--- config.mk ---
export PLATFORM = sky130hd
export DESIGN_NAME = muldiv_unit
export DESIGN_NICKNAME = d
export VERILOG_FILES = /design/src/rtl/muldiv_unit.sv
export SDC_FILE = /design/constraint.sdc
export NUM_CORES = 1
export LEC_CHECK = 0
export CORE_MARGIN = 2
export CORE_UTILIZATION = 60
export CTS_CLUSTER_SIZE = 30
export DETAILED_ROUTE_END_ITERATION = 8
export MAX_ROUTING_LAYER = met4
export PLACE_DENSITY_LB_ADDON = 0.1
export SKIP_CTS_REPAIR_TIMING = 1
export SLEW_MARGIN = 20
export SYNTH_ARGS = -nofsm -noshare
export SYNTH_HDL_FRONTEND = slang
export SYNTH_SLANG_ARGS = --single-unit
--- constraint.sdc ---
create_clock -name clk -period 5.3 [get_ports clk]
set_clock_uncertainty 0.15 [all_clocks]
set_input_delay 1.325 -clock clk [delete_from_list [all_inputs] [get_ports clk]]
set_output_delay 1.325 -clock clk [all_outputs]
set_load 0.1 [all_outputs]
--- src/rtl/muldiv_unit.sv ---
// Iterative RV32M multiply/divide unit: shift-add multiply and restoring divide
// with a start/busy/done handshake and registered result.
module muldiv_unit #(
  parameter int XLEN = 32
) (
  input  logic            clk,
  input  logic            rst,
  input  logic            start,
  input  logic [2:0]      op,
  input  logic [XLEN-1:0] srcA,
  input  logic [XLEN-1:0] srcB,
  output logic            busy,
  output logic            done,
  output logic [XLEN-1:0] MDresult
);

  typedef enum logic [1:0] {IDLE, CALC, CORR, DONE} state_t;

  state_t      state_r, state_s;
  logic [5:0]  cnt_r;
  logic [63:0] acc_r;
  logic [31:0] b_r;
  logic [2:0]  op_r;
  logic        a_neg_r, neg_r, div0_r, ovf_r;
  logic        busy_r, done_r;
  logic [31:0] result_r;

  logic        is_div_s, sign_a_s, sign_b_s, a_neg_s, b_neg_s, div0_s, ovf_s;
  logic [31:0] mag_a_s, mag_b_s;
  logic [32:0] mul_sum_s, trial_s;
  logic [63:0] prod_s;
  logic [31:0] quo_s, rem_s, result_s;

  assign is_div_s  = op[2];
  assign sign_a_s  = (op == 3'b001) || (op == 3'b010) || (op == 3'b100) || (op == 3'b110);
  assign sign_b_s  = (op == 3'b001) || (op == 3'b100) || (op == 3'b110);
  assign a_neg_s   = sign_a_s & srcA[31];
  assign b_neg_s   = sign_b_s & srcB[31];
  assign mag_a_s   = a_neg_s ? (32'd0 - srcA) : srcA;
  assign mag_b_s   = b_neg_s ? (32'd0 - srcB) : srcB;
  assign div0_s    = is_div_s && (srcB == 32'd0);
  assign ovf_s     = is_div_s && !op[0] && (srcA == 32'h8000_0000) && (srcB == 32'hFFFF_FFFF);

  // In CALC, acc_r holds {partial product, multiplier} or {remainder, dividend/quotient}.
  assign mul_sum_s = {1'b0, acc_r[63:32]} + {1'b0, b_r};
  assign trial_s   = {acc_r[63:32], acc_r[31]} - {1'b0, b_r};
  assign prod_s    = neg_r ? (64'd0 - acc_r) : acc_r;
  assign quo_s     = neg_r ? (32'd0 - acc_r[31:0]) : acc_r[31:0];
  assign rem_s     = a_neg_r ? (32'd0 - acc_r[63:32]) : acc_r[63:32];

  // Next-state selection for the sequencing FSM
  always_comb begin
    state_s = state_r;
    case (state_r)
      IDLE: begin
        if (start) begin
          state_s = (div0_s || ovf_s) ? CORR : CALC;
        end else begin
          state_s = IDLE;
        end
      end
      CALC: begin
        if (cnt_r == 6'd31) begin
          state_s = CORR;
        end else begin
          state_s = CALC;
        end
      end
      CORR:    state_s = DONE;
      DONE:    state_s = IDLE;
      default: state_s = IDLE;
    endcase
  end

  // Sign correction and result selection; a divide-by-zero keeps the dividend in acc_r[31:0]
  always_comb begin
    result_s = 32'h0;
    case (op_r)
      3'b000:                 result_s = prod_s[31:0];
      3'b001, 3'b010, 3'b011: result_s = prod_s[63:32];
      3'b100, 3'b101: begin
        if (div0_r) begin
          result_s = 32'hFFFF_FFFF;
        end else if (ovf_r) begin
          result_s = 32'h8000_0000;
        end else begin
          result_s = quo_s;
        end
      end
      3'b110, 3'b111: begin
        if (div0_r) begin
          result_s = a_neg_r ? (32'd0 - acc_r[31:0]) : acc_r[31:0];
        end else if (ovf_r) begin
          result_s = 32'h0;
        end else begin
          result_s = rem_s;
        end
      end
      default: result_s = 32'h0;
    endcase
  end

  // State register and registered handshake outputs
  always_ff @(posedge clk) begin
    if (rst) begin
      state_r <= IDLE;
      busy_r  <= 1'b0;
      done_r  <= 1'b0;
    end else begin
      state_r <= state_s;
      busy_r  <= (state_s != IDLE);
      done_r  <= (state_s == DONE);
    end
  end

  // Operand capture, iteration datapath and result register
  always_ff @(posedge clk) begin
    if (rst) begin
      cnt_r    <= 6'd0;
      acc_r    <= 64'd0;
      b_r      <= 32'd0;
      op_r     <= 3'd0;
      a_neg_r  <= 1'b0;
      neg_r    <= 1'b0;
      div0_r   <= 1'b0;
      ovf_r    <= 1'b0;
      result_r <= 32'd0;
    end else begin
      case (state_r)
        IDLE: begin
          if (start) begin
            op_r    <= op;
            a_neg_r <= a_neg_s;
            neg_r   <= a_neg_s ^ b_neg_s;
            div0_r  <= div0_s;
            ovf_r   <= ovf_s;
            cnt_r   <= 6'd0;
            b_r     <= is_div_s ? mag_b_s : mag_a_s;
            acc_r   <= {32'd0, (is_div_s ? mag_a_s : mag_b_s)};
          end
        end
        CALC: begin
          cnt_r <= cnt_r + 6'd1;
          if (op_r[2]) begin
            if (!trial_s[32]) begin
              acc_r <= {trial_s[31:0], acc_r[30:0], 1'b1};
            end else begin
              acc_r <= {acc_r[62:0], 1'b0};
            end
          end else begin
            if (acc_r[0]) begin
              acc_r <= {mul_sum_s, acc_r[31:1]};
            end else begin
              acc_r <= {1'b0, acc_r[63:1]};
            end
          end
        end
        CORR:    result_r <= result_s;
        DONE:    ;
        default: ;
      endcase
    end
  end

  assign busy     = busy_r;
  assign done     = done_r;
  assign MDresult = result_r;

endmodule
Figure 1. Cells colored by class (run 1).
Scale: 1.5 px per um.
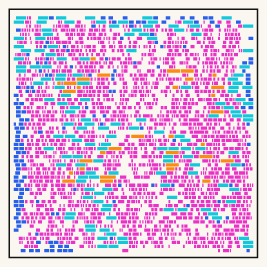
Key: magenta = remaining logic cells [cells 1,866, share of their area 70%]; cyan = sequential cells [cells 145, share of their area 17%]; blue = remaining buffers and delay cells [cells 160, share of their area 8.6%]; orange = clock drivers and dummy loads [cells 32, share of their area 3.6%]
number of core rows: 58
final core occ: 0.683

Figure 2. Clock wiring as the flow saved it (run 1).
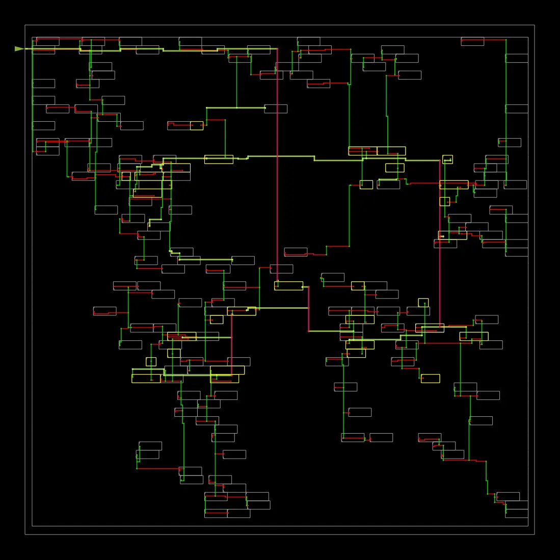
count of clock-net buffers in the final layout: 17
insertion delay of the later-clocked pin in the worst-skew pair: 0.46 ns

Figure 3. Pin placement (run 1).
Scale: 2 px per um. Pins as bars across the die edge, other pins in gray.
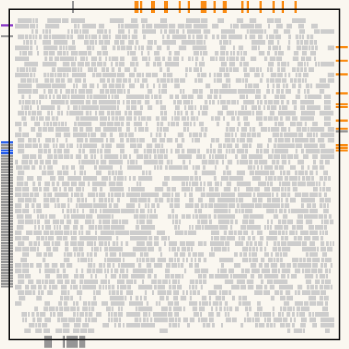
Key: orange = MDresult [pins 32, direction output, edge 21 top, 11 right]; blue = op [pins 3, direction input, edge left]; purple = clk [pins 1, direction input, edge left]
All pins by edge: 56 left, 22 top, 14 bottom, 12 right.
IO buf count: 103
die outline width: 164 um
height of the chip: 164 um

run 1: worst max-delay path, stage by stage (launching register included):
cell,delay (ns)
dfxtp_1,0.62
inv_1,0.22
fa_1,0.49
nand2b_1,0.19
a21oi_1,0.22
o21a_1,0.27
o211ai_1,0.21
a21oi_1,0.20
o221a_2,0.91
buf_4,0.35
mux2i_1,0.22
a21oi_1,0.09
a22o_1,0.21
run 1: registers in the layout, indices dropped and copies added (netlist names), 2 cells and up:
name,cells
b_r,32
acc_r,64
state_r,2
op_r,3
MDresult,32
cnt_r,6
run 1: through the flow:
step / power (mW) / hold WS [ns]
6_report: 4.20 / 0.299
5_1_grt: 4.35 / 0.321
4_1_cts: 4.11 / 0.296
3_5_place_dp: 2.84 / 0.286
3_3_place_gp: 2.81 / 0.278
2_1_floorplan: 2.34 / 0.299
run 1: area by class of cell:
class                           instances  area, um2
Multi-Input combinational cell       1792      11600
Fill cell                            2207       8010
Sequential cell                       145       2910
Timing Repair Buffer                  160       1450
Clock buffer                           17        425
Tap cell                              330        413
Inverter                               74        278
Clock inverter                         15        186
Antenna cell                            1       2.50
run 1: cell usage in the layout, fill, tap and decap left out, types with 51 or more instances in the layout:
cell,n
nand2_1,234
ha_1,70
clkdlybuf4s50_1,101
inv_1,73
xnor2_1,128
a211oi_1,51
a21oi_1,177
xor2_1,91
nor3_1,56
o21ai_0,157
dfxtp_1,142
nor2_1,214
buf_4,57
mux2i_1,68
run 1: cells by family (layout without fill, tap and decap cells):
| family | Yosys count | after routing |
|---|---|---|
| flops | 145 | 145 |
| simple gates | 724 | 724 |
| buf+inv | 254 | 266 |
| fa+ha+maj | 72 | 72 |
| other cells | 0 | 1 |
| xor+xnor | 219 | 219 |
| compound gates | 700 | 700 |
| mux | 77 | 77 |
==> results_tabular.tex, run 1 <==
% Implementation results table
\begin{tabular}{lr}
\hline
Metric & Value \\
\hline
\multicolumn{2}{l}{\textbf{Final layout}} \\
Net count, final & 2,332 \\
Synth-to-layout area growth & 11.7\% \\
Share of layout cells above drive strength 1 & 0.0635 \\
Cell area after layout & 17,200 um2 \\
Cell Count, Final, Fillers Out & 2,534 \\
\multicolumn{2}{l}{\textbf{Setup path}} \\
Critical Path End & acc\_r[36] \\
Data arrival, critical path & 4.66 ns \\
Critical setup path kind & flop to flop \\
Worst-path maximum fanout & 39 \\
Flop-to-flop setup slack & 0.82 ns \\
Capture point of the worst reg-to-reg path & acc\_r[36] \\
Critical Path Source Type & flop \\
R2R cell count & 12 \\
WP data required & 5.49 ns \\
Critical Path Start & acc\_r[32] \\
R2r startpoint & acc\_r[32] \\
Critical path capture point type & flop \\
\multicolumn{2}{l}{\textbf{CTS}} \\
Clock buffer count from CTS & 17 \\
Clock-pin slew of the registers on the worst-case setup and hold paths & 0.07 ns \\
Clock tree from TritonCTS & yes \\
CTS root buffer & clkbuf\_16 \\
Number of H-tree branching levels & 4 \\
CTS Sinks & 145 \\
Max clock buf depth & 2 \\
\multicolumn{2}{l}{\textbf{Flow run}} \\
Number of warnings the tools reported & 27 \\
Max-capacitance violation count & 0 \\
\multicolumn{2}{l}{\textbf{Global route}} \\
Met1 GRT Util & 0.555 \\
Total track usage & 0.448 \\
Number of global-route vias before repair & 16,015 \\
First-pass GRT wire length & 90,600 um \\
Met3 track demand over resource in global routing & 0.148 \\
Total congestion overflow & 0 \\
Number of antenna violations at the first check in global routing & 1 \\
Met2 usage & 0.639 \\
Largest net degree at the start of global routing & 77 \\
Most congested layer reported by global routing & met2 \\
\multicolumn{2}{l}{\textbf{Power}} \\
Leakage & 6.58 nW \\
Net switching share of the total power & 0.422 \\
Power consumed by the clock network & 1.30 mW \\
Sequential group share of total power & 0.308 \\
Power spent charging and discharging nets & 1.77 mW \\
Clk network pwr share & 0.309 \\
Total internal power & 2.43 mW \\
Power attributed to sequential cells & 1.30 mW \\
VDD IR-drop max & 0.218 mV \\
Part of the power in combinational logic & 0.382 \\
Highest-power group & combinational logic \\
Combinational group power & 1.61 mW \\
Power density normalized to cell area & 244 nW/um2 \\
\multicolumn{2}{l}{\textbf{Floorplan}} \\
Pre-placement core utilization & 0.611 \\
Die outline area & 27,000 um2 \\
Core footprint & 25,300 um2 \\
Count of boundary I/O pins & 104 \\
\multicolumn{2}{l}{\textbf{Route}} \\
Detailed-route DRC error count & 0 \\
Uppermost routed layer & met4 \\
Final WL & 59,900 um \\
Amount of wire on met3 after detailed routing & 7790 um \\
Residual antenna-violating net count after detailed routing & 0 \\
Initial detailed-routing violation count & 2,380 \\
Met1 wire length & 23,600 um \\
Drt first pass iters & 9 \\
Met2 routed WL & 24,500 um \\
Vias & 17,554 \\
Wire length per cell after detailed routing & 23.6 um \\
Vias per std cell & 6.93 \\
\multicolumn{2}{l}{\textbf{Timing}} \\
Final count of negative-setup-slack endpoints & 0 \\
RSZ-0062 raised after global routing & false \\
Post-route clock period utilization & 0.844 \\
Count of endpoints failing hold in the final timing report & 0 \\
Min setup slack post-route & 0.824 ns \\
Actual slew at the worst max-slew pin & 1.14 ns \\
Final Max Tran Viols & 0 \\
Slew Limit Headroom & 0.223 \\
Fmax & 0.223 GHz \\
Post-Route Setup TNS & 0 ns \\
Min Tclk post-route & 4.48 ns \\
\multicolumn{2}{l}{\textbf{Placed design}} \\
Area after DPL & 16,600 um2 \\
Worst slack at placement & 0.534 ns \\
DP Cell Count & 2,501 \\
Final weighted congestion in routability-driven placement & 1.06 \\
Placed wire-length estimate after detailed placement & 44,800 um \\
\multicolumn{2}{l}{\textbf{Synth}} \\
Post-synth top area cell & dfxtp\_1 \\
Mean Syn Cell Area & 7.05 um2 \\
Number of warnings printed during yosys synthesis & 0 \\
Primary FF master, synth & dfxtp\_1 \\
Synth Cell Area & 15,400 um2 \\
Post-synthesis compound-gate area fraction & 0.295 \\
Synth cell types & 78 \\
Top non-seq family & AND-OR/OR-AND gates \\
Cells in synth\_stat.txt & 2,191 \\
Share of synthesized area occupied by flip-flops and latches & 0.188 \\
Top cells, area & dfxtp\_1, xnor2\_1, a21oi\_1 \\
Area figure in the yosys stat output & 15,400 um2 \\
Asr flop ratio synth & 0 \\
Synth cell count leaders & nand2\_1, nor2\_1, a21oi\_1 \\
Area fraction of the dominant cell type after synthesis & 0.188 \\
Mux share & 0.0506 \\
Total nets after synthesis & 2,333 \\
Post-synthesis share of cell area spent on full adders, half adders and majority gates & 0.0593 \\
Most used standard cell by instance count after synthesis & nand2\_1 \\
AND/OR/NAND/NOR Cells, Area Fraction & 0.220 \\
XOR Share, Synth & 0.124 \\
Total of flip-flops plus latches after synthesis & 145 \\
EDFF count, synth & 0 \\
Mapped Cells & 2,191 \\
\multicolumn{2}{l}{\textbf{Status}} \\
Run status & completed \\
\multicolumn{2}{l}{\textbf{Hold path}} \\
Cell count of the worst hold path & 2 \\
End of the worst hold path & MDresult[3] \\
Hold WC Path Type & flop to flop \\
Hold path startpoint & MDresult[3] \\
\hline
\end{tabular}
Figure 4. Cell area per tile (run 1).
Scale: 2 px per um. The die is cut into 16 by 16 equal tiles; black is low, pale yellow is high, 0 to 100% covered.
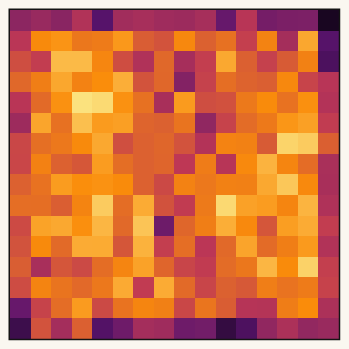

--- run 2 (diff from run 1) ---
--- a/config.mk
+++ b/config.mk
@@ -6,7 +6,7 @@
 export NUM_CORES = 1
 export LEC_CHECK = 0
 export CORE_MARGIN = 2
-export CORE_UTILIZATION = 60
+export CORE_UTILIZATION = 56
 export CTS_CLUSTER_SIZE = 30
 export DETAILED_ROUTE_END_ITERATION = 8
 export MAX_ROUTING_LAYER = met4
==> constraint.sdc (replaced) <==
create_clock -name clk -period 3.8 [get_ports clk]
set_clock_uncertainty 0.15 [all_clocks]
set_input_delay 0.95 -clock clk [delete_from_list [all_inputs] [get_ports clk]]
set_output_delay 0.95 -clock clk [all_outputs]
set_load 0.1 [all_outputs]
Figure 5. Cell area per tile (run 2).
Scale: 2 px per um. The die is cut into 17 by 17 equal tiles; black is low, pale yellow is high, 0 to 100% covered.
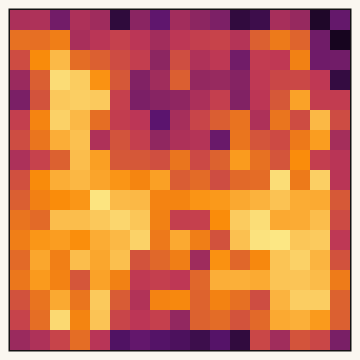
The fullest tile reaches 95%. 30% of the tiles are over 75% full. The mean over all tiles is 62%.
final core occ: 0.678
core footprint: 27,000 um2
pre-placement core utilization: 0.571

==> results_tabular.tex, run 2 <==
% Implementation results table
\begin{tabular}{lr}
\hline
Metric & Value \\
\hline
\multicolumn{2}{l}{\textbf{Route}} \\
Detailed-route DRC error count & 0 (unchanged) \\
Met2 routed WL & 27,600 um (+13\%) \\
Wire length per cell after detailed routing & 25.1 um (+6.0\%) \\
Initial detailed-routing violation count & 2,762 (+16\%) \\
Vias & 18,539 (+5.6\%) \\
Final WL & 67,500 um (+13\%) \\
Uppermost routed layer & met4 \\
Amount of wire on met3 after detailed routing & 9010 um (+16\%) \\
Vias per std cell & 6.88 (-0.62\%) \\
Drt first pass iters & 7 (-2) \\
Met1 wire length & 26,000 um (+9.9\%) \\
Residual antenna-violating net count after detailed routing & 0 (unchanged) \\
\multicolumn{2}{l}{\textbf{Synth}} \\
Total of flip-flops plus latches after synthesis & 145 (unchanged) \\
Share of synthesized area occupied by flip-flops and latches & 0.188 (unchanged) \\
Number of warnings printed during yosys synthesis & 0 (unchanged) \\
Asr flop ratio synth & 0 (unchanged) \\
EDFF count, synth & 0 (unchanged) \\
Total nets after synthesis & 2,333 (unchanged) \\
Cells in synth\_stat.txt & 2,191 (unchanged) \\
Synth Cell Area & 15,400 um2 (unchanged) \\
Synth cell types & 78 (unchanged) \\
Synth cell count leaders & nand2\_1, nor2\_1, a21oi\_1 \\
Primary FF master, synth & dfxtp\_1 \\
Area figure in the yosys stat output & 15,400 um2 (unchanged) \\
Mapped Cells & 2,191 (unchanged) \\
Post-synth top area cell & dfxtp\_1 \\
Most used standard cell by instance count after synthesis & nand2\_1 \\
Top cells, area & dfxtp\_1, xnor2\_1, a21oi\_1 \\
Mean Syn Cell Area & 7.05 um2 (unchanged) \\
Area fraction of the dominant cell type after synthesis & 0.188 (unchanged) \\
\multicolumn{2}{l}{\textbf{Timing}} \\
RSZ-0062 raised after global routing & false \\
Count of endpoints failing hold in the final timing report & 0 (unchanged) \\
Min Tclk post-route & 3.68 ns (-0.791 ns) \\
Final Max Tran Viols & 0 (unchanged) \\
Final count of negative-setup-slack endpoints & 0 (unchanged) \\
Post-Route Setup TNS & 0 ns (unchanged) \\
Min setup slack post-route & 0.115 ns (-0.709 ns) \\
Actual slew at the worst max-slew pin & 1.02 ns (-0.118 ns) \\
Post-route clock period utilization & 0.970 (+0.125) \\
Slew Limit Headroom & 0.321 (+0.0975) \\
Fmax & 0.271 GHz (+21\%) \\
\multicolumn{2}{l}{\textbf{Placed design}} \\
Worst slack at placement & -0.361 ns (-0.894 ns) \\
IO buf count & 103 (unchanged) \\
DP Cell Count & 2,660 (+6.4\%) \\
Area after DPL & 17,700 um2 (+6.4\%) \\
Final weighted congestion in routability-driven placement & 1.05 (-0.88\%) \\
Placed wire-length estimate after detailed placement & 52,100 um (+16\%) \\
\multicolumn{2}{l}{\textbf{CTS}} \\
Number of H-tree branching levels & 4 (unchanged) \\
Clock-pin slew of the registers on the worst-case setup and hold paths & 0.07 ns (about the same) \\
Clock buffer count from CTS & 17 (unchanged) \\
Insertion delay of the later-clocked pin in the worst-skew pair & 0.47 ns (about the same) \\
Clock tree from TritonCTS & yes \\
CTS root buffer & clkbuf\_16 \\
Max clock buf depth & 2 (unchanged) \\
CTS Sinks & 145 (unchanged) \\
\multicolumn{2}{l}{\textbf{Setup path}} \\
Critical path capture point type & flop \\
R2R cell count & 13 (+1) \\
Capture point of the worst reg-to-reg path & acc\_r[55] \\
R2r startpoint & acc\_r[31] \\
Data arrival, critical path & 3.87 ns (-0.79 ns) \\
Slowest cell on the critical path & a2111oi\_1 \\
Longest individual stage delay on the worst path & 0.65 ns (-0.26 ns) \\
Worst-path maximum fanout & 3 (-92\%) \\
Critical Path Source Type & flop \\
Ordered list of cells on the worst path & inv\_1 -> ha\_1 -> nor2b\_1 -> o2111ai\_1 -> a2111oi\_1 -> o311ai\_0 -> buf\_4 -> a311oi\_1 -> buf\_4 -> nor2\_1 -> xnor2\_1 -> a2111oi\_0 -> nor3\_1 \\
Critical setup path kind & flop to flop \\
Critical Path End & acc\_r[55] \\
CP top delay family & AND-OR/OR-AND gates \\
Critical Path Stages & 13 (+1) \\
Cell with the most instances on the worst path & buf\_4 \\
Critical Path Start & acc\_r[31] \\
Crit path buf inv count & 3 (+1) \\
WP data required & 3.98 ns (-1.51 ns) \\
Flop-to-flop setup slack & 0.12 ns (-0.71 ns) \\
\multicolumn{2}{l}{\textbf{Final layout}} \\
Filler Cell Count & 2,319 (+5.1\%) \\
Storage cell area & 2910 um2 (unchanged) \\
Most common library cell in the layout ignoring fill and taps & buf\_4 \\
Cell Count, Final, Fillers Out & 2,693 (+6.3\%) \\
Synth-to-layout area growth & 18.7\% \\
Register with the highest flop count & acc\_r \\
Number of flip-flops in the largest register & 64 (unchanged) \\
Share of layout cells above drive strength 1 & 0.139 (+0.0755) \\
Net count, final & 2,480 (+6.3\%) \\
Dominant logic cell types in the final layout & buf\_4, nand2\_1, nor2\_1 \\
Gate Area & 11,600 um2 (+0.36\%) \\
Cell area after layout & 18,300 um2 (+6.3\%) \\
\multicolumn{2}{l}{\textbf{Global route}} \\
Met1 GRT Util & 0.586 (+0.0308) \\
First-pass GRT wire length & 102,000 um (+12\%) \\
Met2 usage & 0.683 (+0.0446) \\
Total track usage & 0.474 (+0.0264) \\
Met3 track demand over resource in global routing & 0.144 (-0.00398) \\
Largest net degree at the start of global routing & 76 (-1.3\%) \\
Number of antenna violations at the first check in global routing & 1 (unchanged) \\
Most congested layer reported by global routing & met2 \\
Number of global-route vias before repair & 17,239 (+7.6\%) \\
Total congestion overflow & 0 (unchanged) \\
\multicolumn{2}{l}{\textbf{Floorplan}} \\
Number of core rows & 60 (+3.4\%) \\
Count of boundary I/O pins & 104 (unchanged) \\
Die outline area & 28,900 um2 (+7.0\%) \\
\multicolumn{2}{l}{\textbf{Power}} \\
VDD IR-drop max & 0.304 mV (+39\%) \\
Power density normalized to cell area & 329 nW/um2 (+35\%) \\
Leakage & 7.38 nW (+12\%) \\
\multicolumn{2}{l}{\textbf{Flow run}} \\
Number of warnings the tools reported & 27 (unchanged) \\
Max-capacitance violation count & 0 (unchanged) \\
\multicolumn{2}{l}{\textbf{Status}} \\
Run status & completed \\
\multicolumn{2}{l}{\textbf{Hold path}} \\
Hold WC Path Type & flop to flop \\
\hline
\end{tabular}
Figure 6. Pin placement (run 2).
Scale: 2 px per um. Pins as bars across the die edge, other pins in gray.
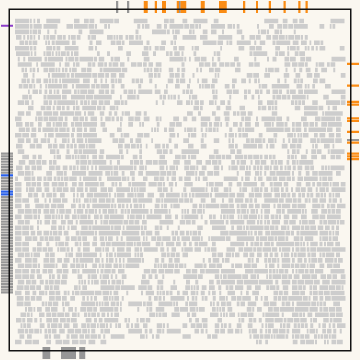
Key: blue = op [pins 3, direction input, edge left]; orange = MDresult [pins 32, direction output, edge 21 top, 11 right]; purple = clk [pins 1, direction input, edge left]
height of the chip: 170 um
die outline width: 170 um

[run 2: cell counts after synthesis]
Identical to the previous run, type by type.
[run 2: report_power, final]
group / total [mW] / switching (mW) / internal, mW / leakage, nW
Sequential: 1.75 / 0.147 / 1.60 / 1.18
Combinational: 2.54 / 1.56 / 0.977 / 5.92
Clock: 1.75 / 0.813 / 0.940 / 0.283
[run 2: area by class of cell]
cell class              count  share of cell area
diodes                      1            0.000137
clock buffers              18              0.0240
clock inverters            14             0.00778
inverters                  74              0.0152
multi-input cells        1792               0.634
flip-flops and latches    145               0.159
well taps                 341              0.0233
repair buffers            308               0.137
[run 2: kinds of logic after synthesis]
kind of cell             Yosys count  share of synthesized area
flip-flops                       145                      0.188
adder cells (fa/ha/maj)           72                     0.0593
buffers and inverters            254                     0.0628
XOR/XNOR                         219                      0.124
multiplexers                      77                     0.0506
AND-OR/OR-AND                    700                      0.295
AND/OR/NAND/NOR                  724                      0.220
[run 2: worst min path at each step]
stage                           start          end  depth (start not counted)
final                     MDresult[3]  MDresult[3]                          2
after global routing      MDresult[0]  MDresult[0]                          2
after CTS                 MDresult[3]  MDresult[3]                          2
after detailed placement  MDresult[3]  MDresult[3]                          2
after global placement    MDresult[3]  MDresult[3]                          2
after floorplan                b_r[4]       b_r[4]                          2
[run 2: through the flow]
| stage | hold WS (ns) | utilization | power [mW] |
|---|---|---|---|
| final | 0.296 | 0.678 | 6.04 |
| after global routing | 0.315 | 0.678 | 6.24 |
| after CTS | 0.293 | 0.676 | 5.89 |
| after detailed placement | 0.284 | 0.655 | 4.17 |
| after global placement | 0.278 | 0.655 | 4.14 |
| after floorplan | 0.299 | - | 3.27 |
Power figures rest on the tool's default switching activity, not on a simulated workload.
